===== src/rtl/ram_arbiter_if.sv =====
`timescale 1ns/1ps
// Client-side bundle for ram_arbiter: two req/gnt command ports plus shared read-data return.
// master = the two client blocks, slave = the arbiter.
interface ram_arbiter_if #(
    parameter int unsigned ADDR_W = 4,
    parameter int unsigned DATA_W = 4
);
    logic              req_a;
    logic              we_a;
    logic [ADDR_W-1:0] addr_a;
    logic [DATA_W-1:0] wdata_a;
    logic              gnt_a;
    logic              rvalid_a;

    logic              req_b;
    logic              we_b;
    logic [ADDR_W-1:0] addr_b;
    logic [DATA_W-1:0] wdata_b;
    logic              gnt_b;
    logic              rvalid_b;

    logic [DATA_W-1:0] rdata;

    modport master (
        output req_a, we_a, addr_a, wdata_a,
        output req_b, we_b, addr_b, wdata_b,
        input  gnt_a, rvalid_a, gnt_b, rvalid_b, rdata
    );

    modport slave (
        input  req_a, we_a, addr_a, wdata_a,
        input  req_b, we_b, addr_b, wdata_b,
        output gnt_a, rvalid_a, gnt_b, rvalid_b, rdata
    );
endinterface


===== src/rtl/ram_arbiter.sv =====
`timescale 1ns/1ps
// ram_arbiter: two-port req/gnt arbiter that sequences one access per two cycles into a
// single-port synchronous RAM. Build option RAM_ARB_FIXED_PRIO_EN: port A always wins ties.
module ram_arbiter #(
    parameter int unsigned ADDR_W = 4,
    parameter int unsigned DATA_W = 4
) (
    input  logic              clk,
    input  logic              rst_n,
    ram_arbiter_if.slave      bus,
    output logic [ADDR_W-1:0] ram_addr,
    output logic [DATA_W-1:0] ram_datain,
    output logic              ram_read,
    output logic              ram_write,
    input  logic [DATA_W-1:0] ram_dataout
);

    localparam logic PORT_A = 1'b0;
    localparam logic PORT_B = 1'b1;

    typedef enum logic {
        S_IDLE  = 1'b0,
        S_ISSUE = 1'b1
    } state_e;

    state_e            state_q,      state_d;
    logic              owner_q,      owner_d;
    logic [ADDR_W-1:0] ram_addr_q,   ram_addr_d;
    logic [DATA_W-1:0] ram_datain_q, ram_datain_d;
    logic              ram_read_q,   ram_read_d;
    logic              ram_write_q,  ram_write_d;
    logic              gnt_a_q,      gnt_a_d;
    logic              gnt_b_q,      gnt_b_d;
    logic              rvalid_a_q,   rvalid_a_d;
    logic              rvalid_b_q,   rvalid_b_d;

    logic any_req;
    logic win_b;
    logic win_we;

    assign any_req = bus.req_a | bus.req_b;

`ifdef RAM_ARB_FIXED_PRIO_EN
    // Port B only wins when A is not asking.
    assign win_b = ~bus.req_a;
`else
    logic ptr_q, ptr_d;

    // Round-robin: on a tie the pointer names the winner; it moves to the loser after ISSUE.
    assign win_b = bus.req_b & (~bus.req_a | (ptr_q == PORT_B));

    always_comb begin
        ptr_d = ptr_q;
        if (state_q == S_ISSUE) begin
            ptr_d = ~owner_q;
        end
    end

    always_ff @(posedge clk or negedge rst_n) begin
        if (!rst_n) begin
            ptr_q <= PORT_A;
        end else begin
            ptr_q <= ptr_d;
        end
    end
`endif

    assign win_we = win_b ? bus.we_b : bus.we_a;

    // Next-state and registered-output logic.
    always_comb begin
        state_d      = state_q;
        owner_d      = owner_q;
        ram_addr_d   = ram_addr_q;
        ram_datain_d = ram_datain_q;
        ram_read_d   = 1'b0;
        ram_write_d  = 1'b0;
        gnt_a_d      = 1'b0;
        gnt_b_d      = 1'b0;
        rvalid_a_d   = 1'b0;
        rvalid_b_d   = 1'b0;

        unique case (state_q)
            S_IDLE: begin
                if (any_req) begin
                    state_d      = S_ISSUE;
                    owner_d      = win_b ? PORT_B : PORT_A;
                    ram_addr_d   = win_b ? bus.addr_b  : bus.addr_a;
                    ram_datain_d = win_b ? bus.wdata_b : bus.wdata_a;
                    ram_write_d  = win_we;
                    ram_read_d   = ~win_we;
                    gnt_a_d      = ~win_b;
                    gnt_b_d      = win_b;
                end
            end
            S_ISSUE: begin
                // The RAM captures the read on this edge; its output is valid next cycle.
                state_d    = S_IDLE;
                rvalid_a_d = ram_read_q & (owner_q == PORT_A);
                rvalid_b_d = ram_read_q & (owner_q == PORT_B);
            end
            default: begin
                state_d = S_IDLE;
            end
        endcase
    end

    always_ff @(posedge clk or negedge rst_n) begin
        if (!rst_n) begin
            state_q      <= S_IDLE;
            owner_q      <= PORT_A;
            ram_addr_q   <= '0;
            ram_datain_q <= '0;
            ram_read_q   <= 1'b0;
            ram_write_q  <= 1'b0;
            gnt_a_q      <= 1'b0;
            gnt_b_q      <= 1'b0;
            rvalid_a_q   <= 1'b0;
            rvalid_b_q   <= 1'b0;
        end else begin
            state_q      <= state_d;
            owner_q      <= owner_d;
            ram_addr_q   <= ram_addr_d;
            ram_datain_q <= ram_datain_d;
            ram_read_q   <= ram_read_d;
            ram_write_q  <= ram_write_d;
            gnt_a_q      <= gnt_a_d;
            gnt_b_q      <= gnt_b_d;
            rvalid_a_q   <= rvalid_a_d;
            rvalid_b_q   <= rvalid_b_d;
        end
    end

    assign ram_addr     = ram_addr_q;
    assign ram_datain   = ram_datain_q;
    assign ram_read     = ram_read_q;
    assign ram_write    = ram_write_q;
    assign bus.gnt_a    = gnt_a_q;
    assign bus.gnt_b    = gnt_b_q;
    assign bus.rvalid_a = rvalid_a_q;
    assign bus.rvalid_b = rvalid_b_q;

    // The RAM output register is the read pipeline stage; zero it outside the valid cycle.
    assign bus.rdata = (rvalid_a_q | rvalid_b_q) ? ram_dataout : DATA_W'(0);

    a_gnt_onehot    : assert property (@(posedge clk) disable iff (!rst_n) !(gnt_a_q && gnt_b_q));
    a_rvalid_onehot : assert property (@(posedge clk) disable iff (!rst_n) !(rvalid_a_q && rvalid_b_q));
    a_strobe_onehot : assert property (@(posedge clk) disable iff (!rst_n) !(ram_read_q && ram_write_q));

endmodule

===== src/flat_wrapper.sv =====
// flat-port wrapper written by rule: the top's interface ports become plain ports
module ram_arbiter_flat 
#(
    parameter int unsigned ADDR_W = 4,
    parameter int unsigned DATA_W = 4
)
  (clk, rst_n, ram_addr, ram_datain, ram_read, ram_write, ram_dataout, bus_req_a, bus_we_a, bus_addr_a, bus_wdata_a, bus_req_b, bus_we_b, bus_addr_b, bus_wdata_b, bus_gnt_a, bus_rvalid_a, bus_gnt_b, bus_rvalid_b, bus_rdata);
  ram_arbiter_if #(.ADDR_W(ADDR_W), .DATA_W(DATA_W)) bus_i ();
  input  logic clk;
  input  logic rst_n;
  output logic [ADDR_W-1:0] ram_addr;
  output logic [DATA_W-1:0] ram_datain;
  output logic ram_read;
  output logic ram_write;
  input  logic [DATA_W-1:0] ram_dataout;
  input wire logic [$bits(bus_i.req_a)-1:0] bus_req_a;
  input wire logic [$bits(bus_i.we_a)-1:0] bus_we_a;
  input wire logic [$bits(bus_i.addr_a)-1:0] bus_addr_a;
  input wire logic [$bits(bus_i.wdata_a)-1:0] bus_wdata_a;
  input wire logic [$bits(bus_i.req_b)-1:0] bus_req_b;
  input wire logic [$bits(bus_i.we_b)-1:0] bus_we_b;
  input wire logic [$bits(bus_i.addr_b)-1:0] bus_addr_b;
  input wire logic [$bits(bus_i.wdata_b)-1:0] bus_wdata_b;
  output wire logic [$bits(bus_i.gnt_a)-1:0] bus_gnt_a;
  output wire logic [$bits(bus_i.rvalid_a)-1:0] bus_rvalid_a;
  output wire logic [$bits(bus_i.gnt_b)-1:0] bus_gnt_b;
  output wire logic [$bits(bus_i.rvalid_b)-1:0] bus_rvalid_b;
  output wire logic [$bits(bus_i.rdata)-1:0] bus_rdata;
  assign bus_i.req_a = bus_req_a;
  assign bus_i.we_a = bus_we_a;
  assign bus_i.addr_a = bus_addr_a;
  assign bus_i.wdata_a = bus_wdata_a;
  assign bus_i.req_b = bus_req_b;
  assign bus_i.we_b = bus_we_b;
  assign bus_i.addr_b = bus_addr_b;
  assign bus_i.wdata_b = bus_wdata_b;
  assign bus_gnt_a = bus_i.gnt_a;
  assign bus_rvalid_a = bus_i.rvalid_a;
  assign bus_gnt_b = bus_i.gnt_b;
  assign bus_rvalid_b = bus_i.rvalid_b;
  assign bus_rdata = bus_i.rdata;
  ram_arbiter #(.ADDR_W(ADDR_W), .DATA_W(DATA_W)) u_core (.clk(clk), .rst_n(rst_n), .bus(bus_i), .ram_addr(ram_addr), .ram_datain(ram_datain), .ram_read(ram_read), .ram_write(ram_write), .ram_dataout(ram_dataout));
endmodule

===== config.mk =====
export PLATFORM = sky130hd
export DESIGN_NAME = ram_arbiter_flat
export DESIGN_NICKNAME = d
export VERILOG_FILES = /design/src/rtl/ram_arbiter_if.sv /design/src/rtl/ram_arbiter.sv /design/src/flat_wrapper.sv
export SDC_FILE = /design/constraint.sdc
export NUM_CORES = 1
export LEC_CHECK = 0
export CORE_MARGIN = 10
export CORE_UTILIZATION = 32
export DETAILED_ROUTE_END_ITERATION = 7
export HOLD_SLACK_MARGIN = 0.05
export PLACE_DENSITY = 0.8
export SYNTH_ARGS = -nofsm -noshare
export SYNTH_HDL_FRONTEND = slang
export SYNTH_SLANG_ARGS = --single-unit

===== constraint.sdc =====
create_clock -name clk -period 1.35 [get_ports clk]
set_clock_uncertainty 0.1 [all_clocks]
set_input_delay 0.27 -clock clk [delete_from_list [all_inputs] [get_ports clk]]
set_output_delay 0.27 -clock clk [all_outputs]
set_load 0.005 [all_outputs]

### Power grid

The bar under the picture is 20 µm long. Pins as bars on the die edge. Tap cells in gray.
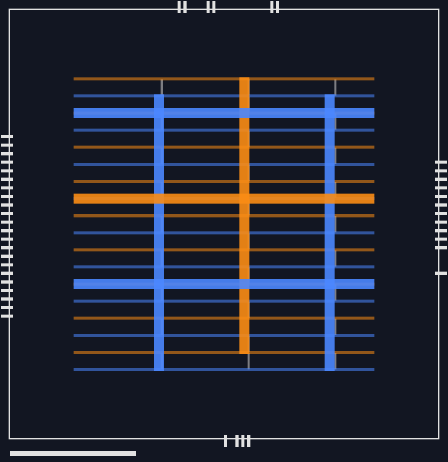
Key: VSS = blue; VDD = orange
44 signal pins sit on the boundary. 3 straps on met5. The core has 17 rows. 3 straps on met4. 18 met1 rails follow the rows.

### Placed cells, one color a class

The bar under the picture is 20 µm long.
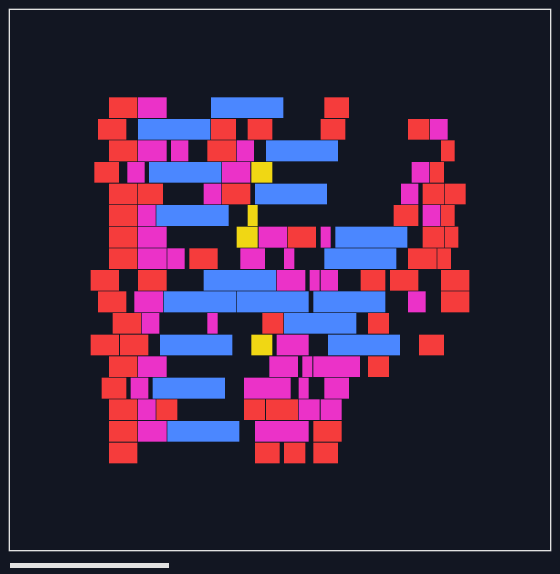
Key: registers = blue [cells 17, share of their area 34%]; clock drivers and dummy loads = yellow [cells 4, share of their area 2.1%]; remaining buffers and delay cells = red [cells 54, share of their area 38%]; remaining logic cells = magenta [cells 40, share of their area 26%]

### Clock wires, drivers and flops

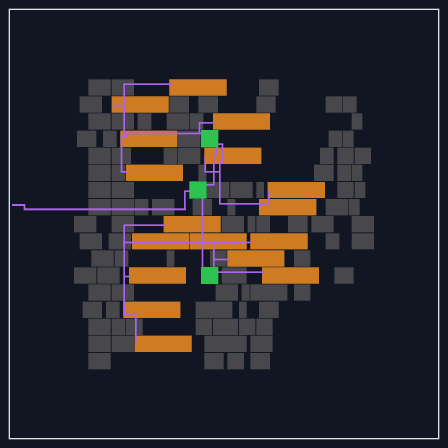
Key: clock-net drivers = green [count 3]; clock wires = purple [length 190 µm]; flip-flops = orange [count 17]
There are 4 routed clock nets.

### Metal layers overlaid

The bar under the picture is 20 µm long. Only two layers are drawn.
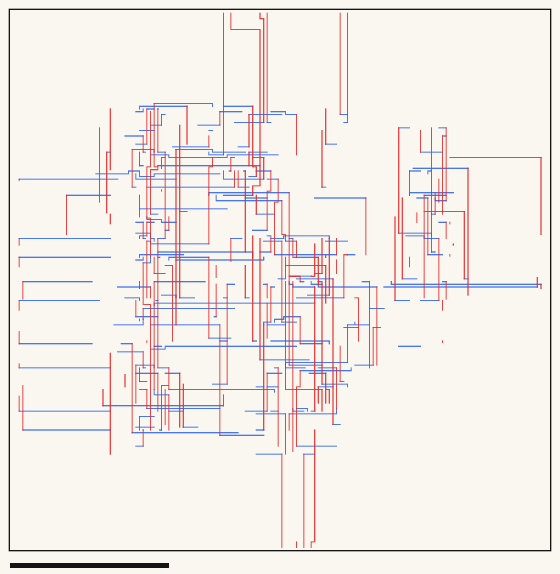
Key: M2 = red [wire length 1060 µm]; M1 = blue [wire length 823 µm]

### Placed standard cells

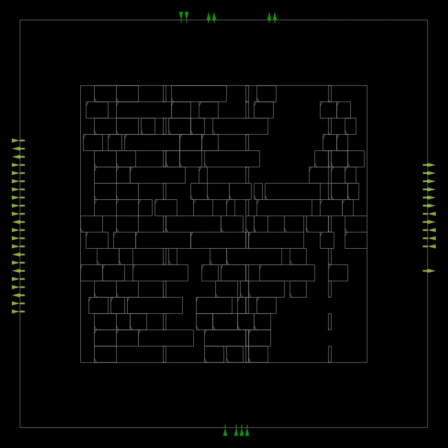
Placeable Area: 2212 µm²
register fraction of the total cell area: 33.11%
core occupancy in the finished layout: 58.09%

==> impl_metrics.ini <==
; implementation run metrics
[clocking]
cts_tree = built
clkTransAtPathRegs_ns = 0.10
clock_latency_ns = 0.28
cts_root_buffer = sky130_fd_sc_hd__clkbuf_4
cts_sink_cnt = 17
cts_htree_levels = 1
ctsLongestPathBuffers = 2
tritoncts.num_buffers = 3

[layout]
syn2layout_area_growth_pct = 73.77
antenna_cells = 0
combGateArea_um2 = 310.3
layout.filler_cells = 213
stdcell_count = 143
final_area_um2 = 1285
final_nets = 142
drive_gt1_share_pct = 25.22
layout.area.seq_um2 = 425.4

[final_timing]
final_period_utilization_pct = 108.3
hold-worst-slack_ns = 0.2078
clock.fmax_ghz = 0.6838
final_hold_violation_count = 0
rsz_0062_raised_after_global_routing = yes
fin_ws_ns = -0.1125
relSlewSlack_pct = 72.57
setup-violations-final = 6
worst_pin_slew_ns = 0.4101
drv_slew = 0
final_critical_path_time_including_i_o_delays_and_setup_ns = 1.463
final_tns_setup_ns = -0.5254

[synth]
share_of_flip_flops_with_an_asynchronous_set_or_reset_after_synthesis_pct = 100.0
yosys-stat-cells = 57
flop_cell = sky130_fd_sc_hd__dfrtp_1
post_synthesis_sequential_area_ratio_pct = 57.53
ys_sh_aoi_pct = 18.95
post_synth_instance_area_um2 = 739.5
synthTopCellsByArea = sky130_fd_sc_hd__dfrtp_1, sky130_fd_sc_hd__a221o_1, sky130_fd_sc_hd__and2_0
simple_gate_share_pct = 19.12
synth_warnings = 0
netlist.area_leader.share_pct = 57.53
post_synth_mux_area_share_pct = 1.354
synth.ff_latch_count = 17
synth_top_cell_by_area = sky130_fd_sc_hd__dfrtp_1
post_synth_fa_ha_maj_area_fraction_pct = 0
enable_flop_cells = 0
avgSynthCellArea_um2 = 12.97
synthesis.instances = 57
yosysChipArea_um2 = 739.5
synth.cellmix.xorXnorShare_pct = 0
netlist-cell-type-count = 21

[routing]
drc = 0
wirelength_mm = 2.255
wire_per_inst_um = 15.77
initialDrtViolationCount = 3
drtPass1Iterations = 2
detail_route.vias_per_cell = 4.839
antenna_left = 0

[die]
io_pins = 44
dieHeight_um = 68.07
placementRows = 17
die_w_um = 68.07
die_area_um2 = 4634

[grt]
grt_overflow_total = 0
grt_first_pass_wirelength_mm = 3.401
track_usage_pct = 9.578
grt_start_max_net_pins = 18
grt_antenna_before_repair = 0
number_of_global_route_vias_before_repair = 754

[power]
report.power.total_mw = 1.434
power.ir.vdd_worst_uv = 663.0
power.static_leakage_nw = 0.6112
power_density_nw_per_um2 = 1116

[critical_path]
critPathArrivalTime_ns = 1.09
timing.rr.end = u_core.ram_read
startpoint_class = flop
setup.reg_to_reg.worst_slack_ns = -0.02
critical_path.reg2reg.startpoint = u_core.ptr_q
timing_worst_setup_path_type = flop to primary output
critical_path_required_ns = 0.98
endpoint_kind = primary output

[place]
gp_routability_congestion = 0.7876
dpl.hpwl_mm = 1.722
postPlaceCellArea_um2 = 1236
dp_slack_ns = -0.4047
placed_cells = 131

[job]
tool_warnings = 28
max_cap_violations = 0

[outcome]
run_status = finished with violations
violations = negative setup slack
[worst max-delay path by stage]
stage                               to  slack (ns)           startpoint  cells after the start
finish                    bus_rdata[0]       -0.11  u_core.bus.rvalid_b                      4
global route              bus_rdata[0]       -0.16  u_core.bus.rvalid_b                      4
CTS                       bus_rdata[1]       -0.19  u_core.bus.rvalid_a                      4
detailed placement        bus_rdata[1]       -0.40       ram_dataout[1]                      3
global placement          bus_rdata[0]       -0.38       ram_dataout[0]                      3
floorplan           u_core.ram_addr[0]        0.06       u_core.state_q                      4
[Yosys cell counts (all sizes together), types with 3 or more instances]
cell type  number
dfrtp          17
inv             3
nor2            4
and2            8
a221o           8
nor2b           4
[routing by layer]
| metal | vias to the layer above | share of wire, % | GRT usage, % |
|---|---|---|---|
| met5 | - | 0 | 0 |
| met4 | 0 | 1.6 | 3.518 |
| met3 | 2 | 15 | 6.036 |
| li1 | 326 | - | - |
| met1 | 328 | 36 | 8.683 |
| met2 | 36 | 47 | 16.98 |
[worst max-delay path, stage by stage (launching register included)]
cell and delay (ns):
sky130_fd_sc_hd__dfrtp_1 0.40, sky130_fd_sc_hd__nor2_2 0.13, sky130_fd_sc_hd__buf_4 0.13, sky130_fd_sc_hd__nor2b_1 0.03, sky130_fd_sc_hd__buf_2 0.12
[repair_timing]
item                       4_1_cts  5_1_grt
pin swaps                        3        2
gates resized                   36        5
buffers inserted                 3        6
setup endpoints to repair       26       17
cloned                           1        0
[state kept, by name, summed over array words and instances (netlist names)]
register             flops
u_core.ram_addr          4
u_core.ram_datain        4
u_core.bus.gnt_a         1
u_core.bus.gnt_b         1
u_core.bus.rvalid_a      1
u_core.bus.rvalid_b      1
u_core.owner_q           1
u_core.ptr_q             1
u_core.ram_read          1
u_core.ram_write         1
u_core.state_q           1
[power by group]
part | internal [mW] | switching (mW) | total (mW)
Sequential | 0.606 | 0.0531 | 0.659
Combinational | 0.315 | 0.196 | 0.511
Clock | 0.115 | 0.149 | 0.264
[layout make-up]
class	count	share of cell area, %
Tap cell	28	2.726
Timing Repair Buffer	54	37.10
Sequential cell	17	33.11
Multi-Input combinational cell	37	24.15
Clock buffer	4	2.045
Inverter	3	0.8763
[cells by family after synthesis]
| group | Yosys count |
|---|---|
| flops | 17 |
| simple gates | 21 |
| compound gates | 14 |
| mux | 1 |
| buf+inv | 4 |
